<file path="src/rtl/sd_pkg.sv">
`default_nettype none
// ---------------------------------------------------------------------------
// sd_pkg : shared SD CMD-line encodings, frame geometry and CRC7 step
// Rev 1.0
// ---------------------------------------------------------------------------
package sd_pkg;

   typedef enum logic [3:0] {
      ST_IDLE      = 4'd0,
      ST_RCV_CMD   = 4'd1,
      ST_RCV_CRC   = 4'd2,
      ST_RCV_END   = 4'd3,
      ST_WAIT_APP  = 4'd4,
      ST_NCR_WAIT  = 4'd5,
      ST_SEND_RESP = 4'd6,
      ST_SEND_CRC  = 4'd7,
      ST_SEND_END  = 4'd8
   } rsp_state_e;

   localparam logic [1:0] c_resp_none = 2'd0;
   localparam logic [1:0] c_resp_r1   = 2'd1;
   localparam logic [1:0] c_resp_r3   = 2'd2;
   localparam logic [1:0] c_resp_r2   = 2'd3;

   localparam int c_cmd_frame_len = 48;
   localparam int c_r2_frame_len  = 136;
   localparam int c_pay_r1        = 38;
   localparam int c_pay_r2        = 133;
   localparam int c_crc_len       = 7;

   // x^7 + x^3 + 1, implicit x^7 term
   localparam logic [6:0] c_crc7_poly = 7'h09;

   function automatic logic [6:0] crc7_step(input logic [6:0] crc, input logic din);
      logic fb;
      fb = din ^ crc[6];
      return {crc[5:0], 1'b0} ^ (fb ? c_crc7_poly : 7'h00);
   endfunction

endpackage
`default_nettype wire

</file>
<file path="src/rtl/crc7.sv">
`default_nettype none
// ---------------------------------------------------------------------------
// crc7 : serial CRC7 engine; shifts data in, or unloads the remainder MSB first
// Rev 1.0
// ---------------------------------------------------------------------------
module crc7
   import sd_pkg::*;
(
   input  logic iclk,
   input  logic irst,
   input  logic ien,
   input  logic iunload,
   input  logic idata,
   output logic ocrc
);

   logic [6:0] r_crc;

   always_ff @(posedge iclk) begin
      if (irst) begin
         r_crc <= '0;
      end else if (iunload) begin
         r_crc <= {r_crc[5:0], 1'b0};
      end else if (ien) begin
         r_crc <= crc7_step(r_crc, idata);
      end
   end

   assign ocrc = r_crc[6];

endmodule
`default_nettype wire

</file>
<file path="src/rtl/cmd_responder.sv">
`default_nettype none
// ---------------------------------------------------------------------------
// cmd_responder : card-side SD CMD line receiver / R1,R2,R3 response transmitter
// Rev 1.0
// ---------------------------------------------------------------------------
module cmd_responder
   import sd_pkg::*;
#(
   parameter int NCR = 2
)(
   input  logic         irst,
   input  logic         iclk,
   input  logic         icmd_sd,
   output logic         ocmd_sd_en,
   output logic         ocmd_sd,
   output logic         ocmd_valid,
   output logic [5:0]   ocmd_index,
   output logic [31:0]  ocmd_arg,
   output logic         oerr_crc,
   output logic         oerr_frame,
   input  logic         irespond,
   input  logic [1:0]   iresp_type,
   input  logic [132:0] iresp,
   output logic         odone
);

   localparam logic [7:0] c_cnt_cmd      = 8'(c_cmd_frame_len - c_crc_len - 3);
   localparam logic [7:0] c_cnt_crc      = 8'(c_crc_len - 1);
   localparam logic [7:0] c_cnt_tx_short = 8'(c_cmd_frame_len - c_crc_len - 2);
   localparam logic [7:0] c_cnt_tx_long  = 8'(c_r2_frame_len - 2);
   localparam logic [7:0] c_cnt_ncr      = 8'(NCR - 1);
   localparam int         c_tx_w         = c_pay_r2 + 2;

   rsp_state_e          r_state;
   rsp_state_e          w_state_nxt;
   logic [7:0]          r_cnt;
   logic [38:0]         r_rx_shift;
   logic                r_crc_bad;
   logic [5:0]          r_index;
   logic [31:0]         r_arg;
   logic                r_err_crc;
   logic                r_err_frame;
   logic                r_done;
   logic [1:0]          r_resp_type;
   logic [c_tx_w-1:0]   r_tx_shift;

   logic                w_crc_clr;
   logic                w_crc_en;
   logic                w_crc_unload;
   logic                w_crc_data;
   logic                w_crc_out;
   logic                w_cnt_zero;
   logic                w_tx_bit;
   logic                w_frame_bad;
   logic                w_sd_en;
   logic                w_sd;

   assign w_cnt_zero  = (r_cnt == 8'd0);
   assign w_tx_bit    = r_tx_shift[c_tx_w-1];
   assign w_frame_bad = ~icmd_sd | ~r_rx_shift[38];

   // The clear is state-derived, so it also covers the reset state (IDLE).
   crc7 u_crc7 (
      .iclk    (iclk),
      .irst    (w_crc_clr),
      .ien     (w_crc_en),
      .iunload (w_crc_unload),
      .idata   (w_crc_data),
      .ocrc    (w_crc_out)
   );

   always_ff @(posedge iclk or posedge irst) begin
      if (irst) begin
         r_state <= ST_IDLE;
      end else begin
         r_state <= w_state_nxt;
      end
   end

   always_comb begin
      w_state_nxt  = r_state;
      w_crc_clr    = 1'b0;
      w_crc_en     = 1'b0;
      w_crc_unload = 1'b0;
      w_crc_data   = icmd_sd;
      w_sd_en      = 1'b0;
      w_sd         = 1'b1;
      unique case (r_state)
         ST_IDLE: begin
            // start bit 0 leaves a cleared CRC at zero, so clearing here is exact
            w_crc_clr = 1'b1;
            if (!icmd_sd) w_state_nxt = ST_RCV_CMD;
         end
         ST_RCV_CMD: begin
            w_crc_en = 1'b1;
            if (w_cnt_zero) w_state_nxt = ST_RCV_CRC;
         end
         ST_RCV_CRC: begin
            w_crc_unload = 1'b1;
            if (w_cnt_zero) w_state_nxt = ST_RCV_END;
         end
         ST_RCV_END: begin
            if (w_frame_bad || r_crc_bad) w_state_nxt = ST_IDLE;
            else                          w_state_nxt = ST_WAIT_APP;
         end
         ST_WAIT_APP: begin
            w_crc_clr = 1'b1;
            if (irespond) begin
               if (iresp_type == c_resp_none) w_state_nxt = ST_IDLE;
               else                           w_state_nxt = ST_NCR_WAIT;
            end
         end
         ST_NCR_WAIT: begin
            if (w_cnt_zero) w_state_nxt = ST_SEND_RESP;
         end
         ST_SEND_RESP: begin
            w_sd_en    = 1'b1;
            w_sd       = w_tx_bit;
            w_crc_en   = 1'b1;
            w_crc_data = w_tx_bit;
            if (w_cnt_zero) begin
               // R2 carries its own CRC inside the CID/CSD payload
               if (r_resp_type == c_resp_r2) w_state_nxt = ST_SEND_END;
               else                          w_state_nxt = ST_SEND_CRC;
            end
         end
         ST_SEND_CRC: begin
            w_sd_en      = 1'b1;
            w_crc_unload = 1'b1;
            unique case (r_resp_type)
               c_resp_r1: w_sd = w_crc_out;
               c_resp_r3: w_sd = 1'b1;
               default:   w_sd = 1'b1;
            endcase
            if (w_cnt_zero) w_state_nxt = ST_SEND_END;
         end
         ST_SEND_END: begin
            w_sd_en     = 1'b1;
            w_sd        = 1'b1;
            w_state_nxt = ST_IDLE;
         end
         default: begin
            w_state_nxt = ST_IDLE;
         end
      endcase
   end

   always_ff @(posedge iclk or posedge irst) begin
      if (irst) begin
         r_cnt       <= '0;
         r_rx_shift  <= '0;
         r_crc_bad   <= 1'b0;
         r_index     <= '0;
         r_arg       <= '0;
         r_err_crc   <= 1'b0;
         r_err_frame <= 1'b0;
         r_done      <= 1'b0;
         r_resp_type <= c_resp_none;
         r_tx_shift  <= '0;
      end else begin
         r_err_crc   <= 1'b0;
         r_err_frame <= 1'b0;
         r_done      <= 1'b0;
         unique case (r_state)
            ST_IDLE: begin
               r_cnt     <= c_cnt_cmd;
               r_crc_bad <= 1'b0;
            end
            ST_RCV_CMD: begin
               r_rx_shift <= {r_rx_shift[37:0], icmd_sd};
               r_cnt      <= w_cnt_zero ? c_cnt_crc : r_cnt - 8'd1;
            end
            ST_RCV_CRC: begin
               if (icmd_sd != w_crc_out) r_crc_bad <= 1'b1;
               r_cnt <= r_cnt - 8'd1;
            end
            ST_RCV_END: begin
               if (w_frame_bad) begin
                  r_err_frame <= 1'b1;
               end else if (r_crc_bad) begin
                  r_err_crc <= 1'b1;
               end else begin
                  r_index <= r_rx_shift[37:32];
                  r_arg   <= r_rx_shift[31:0];
               end
            end
            ST_WAIT_APP: begin
               if (irespond) begin
                  r_resp_type <= iresp_type;
                  r_cnt       <= c_cnt_ncr;
                  if (iresp_type == c_resp_r2) begin
                     r_tx_shift <= {2'b00, iresp};
                  end else begin
                     r_tx_shift <= {2'b00, iresp[c_pay_r2-1 -: c_pay_r1],
                                    {(c_pay_r2 - c_pay_r1){1'b0}}};
                  end
                  if (iresp_type == c_resp_none) r_done <= 1'b1;
               end
            end
            ST_NCR_WAIT: begin
               if (w_cnt_zero) begin
                  r_cnt <= (r_resp_type == c_resp_r2) ? c_cnt_tx_long : c_cnt_tx_short;
               end else begin
                  r_cnt <= r_cnt - 8'd1;
               end
            end
            ST_SEND_RESP: begin
               r_tx_shift <= {r_tx_shift[c_tx_w-2:0], 1'b0};
               r_cnt      <= w_cnt_zero ? c_cnt_crc : r_cnt - 8'd1;
            end
            ST_SEND_CRC: begin
               r_cnt <= r_cnt - 8'd1;
            end
            ST_SEND_END: begin
               r_done <= 1'b1;
            end
            default: begin
               r_cnt <= '0;
            end
         endcase
      end
   end

   assign ocmd_sd_en = w_sd_en;
   assign ocmd_sd    = w_sd;
   assign ocmd_valid = (r_state == ST_WAIT_APP);
   assign ocmd_index = r_index;
   assign ocmd_arg   = r_arg;
   assign oerr_crc   = r_err_crc;
   assign oerr_frame = r_err_frame;
   assign odone      = r_done;

endmodule
`default_nettype wire

</file>
<file path="config.mk">
export PLATFORM = sky130hd
export DESIGN_NAME = cmd_responder
export DESIGN_NICKNAME = d
export VERILOG_FILES = /design/src/rtl/sd_pkg.sv /design/src/rtl/crc7.sv /design/src/rtl/cmd_responder.sv
export SDC_FILE = /design/constraint.sdc
export NUM_CORES = 1
export LEC_CHECK = 0
export CORE_MARGIN = 1.5
export CORE_UTILIZATION = 25
export DETAILED_ROUTE_END_ITERATION = 16
export SETUP_SLACK_MARGIN = 0.05
export SLEW_MARGIN = 0
export SYNTH_ARGS = -nofsm -noshare
export SYNTH_HDL_FRONTEND = slang
export SYNTH_SLANG_ARGS = --single-unit
</file>
<file path="constraint.sdc">
create_clock -name iclk -period 8.6 [get_ports iclk]
set_clock_uncertainty 0.05 [all_clocks]
set_input_delay 1.72 -clock iclk [delete_from_list [all_inputs] [get_ports iclk]]
set_output_delay 1.72 -clock iclk [all_outputs]
set_load 0.05 [all_outputs]
</file>
Run 1, routed metal per tile:
20 x 20 tiles, from dark blue (low) to red (high), scaled to the fullest tile. Values are wire area over tile area, all layers added.
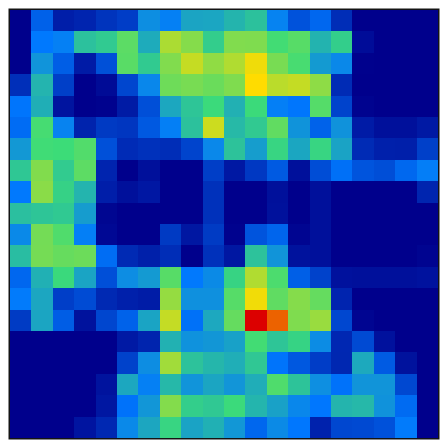
- emptiest ninth of the die: right middle
- tiles over half the peak: 14%
- nearly empty tiles: 25%
- mean over tiles: 0.096
WL per Instance: 14.8 um
Vias: 7959
gr usage total: 0.119
overall routed net length: 25600 um

Run 1, cell outlines without signal wires:
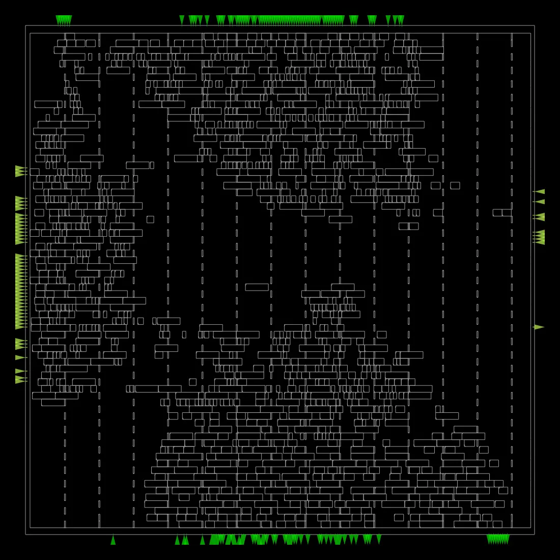
row count: 73
flop share of the area: 0.439
final std cells w/o fill: 1734
Core ar.: 39900 sq um
tap cells: 525

Run 1, where the registers sit:
Scale bar: 50 um. Other sequential cells in the stronger grey, the rest of the logic in the fainter grey.
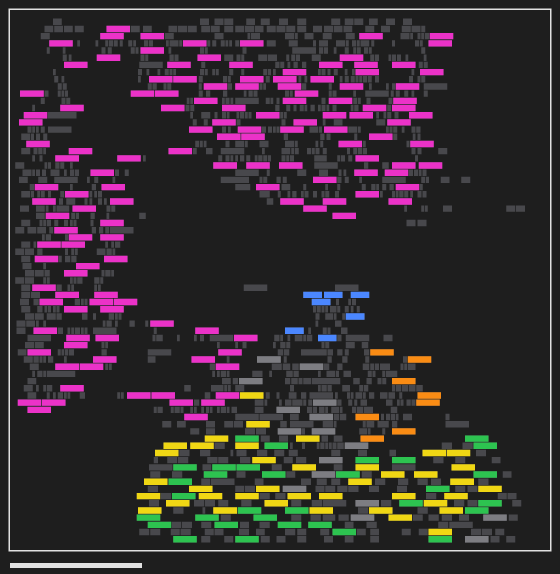
- magenta: r_tx_shift (sequential cells 135)
- blue: u_crc7.r_crc (sequential cells 7; where middle)
- yellow: r_rx_shift (sequential cells 39)
- orange: r_cnt (sequential cells 8; where bottom right)
- green: ocmd_arg (sequential cells 32)
Register Area: 5900 sq um
Final Util: 0.336
Flop+latch power: 1290 uW

==> reports/results.tsv, run 1 <==
metric	value	unit
P_sw	797	uW
chip area	41800	sq um
filler instances	4018	
CP startpoint	r_state[0]	
startpoint types	flip-flop	
Max FO, Critical Path	22	
clock latency at the later pin of the worst-skew pair	550	ps
PwrDens	223	nW/um^2
Post-DP HPWL	16200	um
Syn Nets	1180	
final worst path period need	4760	ps
crit-path cells	nor2_1 > nand3_1 > o21ai_0 > clkdlybuf4s50_1	
r2r startpoint	r_state[0]	
Biggest register	r_tx_shift	
Post-synth EDFFs	0	
most frequent cell after synthesis	dfrtp_1	
Gate Area	3980	sq um
final instance area	13400	sq um
combinational cell fraction of total power	0.156	
fin. max-slew vios	0	
Fin Setup TNS	0	ps
reg2reg setup slack	4690	ps
global-route wire length before repair	41000	um
Power Clock	1230	uW
Dominant comb cell	AND-OR/OR-AND gates	
Tot Pwr	2990	uW
Synth Instances	1040	
vias in the first global route	7618	
status	finished, final reports clean	
antenna violations before repair	2	
Die Span X	204	um
Yosys warning total	0	
area grow syn2layout	32.4	%
highest routed layer	met4	
syn_area_per_cell	9.75	sq um
register area share after synthesis	0.582	
Leak Pwr	0.00614	uW
Commonest Layout Cell	dfrtp_1	
n_diodes	2	
detailed route wirelength on metal2	12300	um
Post-CTS Setup Bufs	0	
top cells, area	dfrtp_1 57%, mux2_2 8.7%, nor2_1 7.1%	
final worst setup slack	3840	ps
Simple-Gate Area Share	0.141	
sequential power share	0.432	
CTS resizes	0	
Signal buf overhead	0.140	
yosys adder share	0.00123	
yosys xor share	0.000864	
Die Y	204	um
cell total in the yosys stat output	1040	
multi-input gates	720	
Mux area share	0.0866	
Top cells excl fill/tap	230 x dfrtp_1, 190 x nor2_1, 182 x clkdlybuf4s50_1	
logic gate fraction of the total cell area	0.296	
top cells by count	230 x dfrtp_1, 191 x nor2_1, 124 x nand2_1	
GRT met1 Usage	0.166	
Post-synth ARST share	0.970	
Required @ worst endpoint	6830	ps
beginning of the worst hold path	u_crc7.r_crc[3]	
drt drc	0	
Sink Count	237	
Floorplan Utilization	0.254	
Root Buffer	clkbuf_16	
YS chip area	10100	sq um
CP endpoint kind	output pin	
==> run 1 -> run 2 <==
- clock period: 8.6 -> 4.09 ns (I/O delays scaled with it)
Run 2, clock network drawn from the DEF:
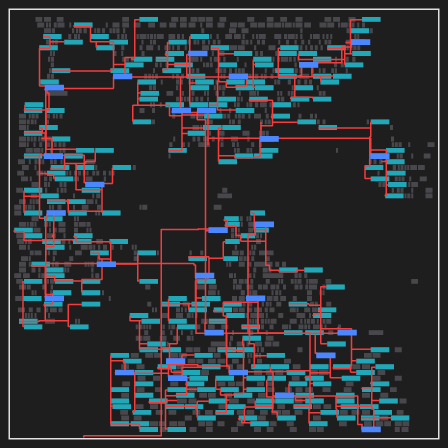
- cyan: flip-flops (count 237)
- red: clock wires (length 3510 um)
- blue: clock-net drivers (count 28)
- routed clock nets: 29
clock share of power: 0.403
Power Clock: 2510 uW
clock latency at the later pin of the worst-skew pair: 560 ps

==> reports/results.tsv, run 2 <==
metric	value	unit	change
status	finished, final reports clean		
gr usage total	0.122		+0.00255
YS chip area	10100	sq um	unchanged
Required @ worst endpoint	3220	ps	-3610 ps
flop share of the area	0.437		-0.00236
syn_area_per_cell	9.75	sq um	unchanged
Post-synth ARST share	0.970		unchanged
startpoint types	flip-flop		
overall routed net length	25800	um	+0.86%
drt drc	0		unchanged
Sink Count	237		unchanged
n_diodes	0		-2
top cells by count	230 x dfrtp_1, 191 x nor2_1, 124 x nand2_1		
Fin Setup TNS	0	ps	unchanged
tap cells	525		unchanged
CP endpoint kind	output pin		
Syn Nets	1180		unchanged
reg2reg setup slack	1200	ps	-3490 ps
yosys xor share	0.000864		unchanged
final worst setup slack	291	ps	-3550 ps
Core ar.	39900	sq um	unchanged
Post-DP HPWL	16500	um	+1.8%
combinational cell fraction of total power	0.166		+0.010
logic gate fraction of the total cell area	0.295		-0.00159
Post-synth EDFFs	0		unchanged
Flop+latch power	2690	uW	+110%
Die Y	204	um	unchanged
vias in the first global route	7959		+4.5%
top cells, area	dfrtp_1 57%, mux2_2 8.7%, nor2_1 7.1%		
most frequent cell after synthesis	dfrtp_1		
final std cells w/o fill	1739		+0.29%
cell total in the yosys stat output	1040		unchanged
Simple-Gate Area Share	0.141		unchanged
final worst path period need	3800	ps	
CP startpoint	r_state[1]		
Leak Pwr	0.00618	uW	+0.59%
detailed route wirelength on metal2	12600	um	+2.1%
yosys adder share	0.00123		unchanged
r2r startpoint	r_state[1]		
register area share after synthesis	0.582		unchanged
Biggest register	r_tx_shift		
antenna violations before repair	0		-2
Yosys warning total	0		unchanged
Synth Instances	1040		unchanged
beginning of the worst hold path	u_crc7.r_crc[5]		
Power is estimated from default activity; no workload was simulated.
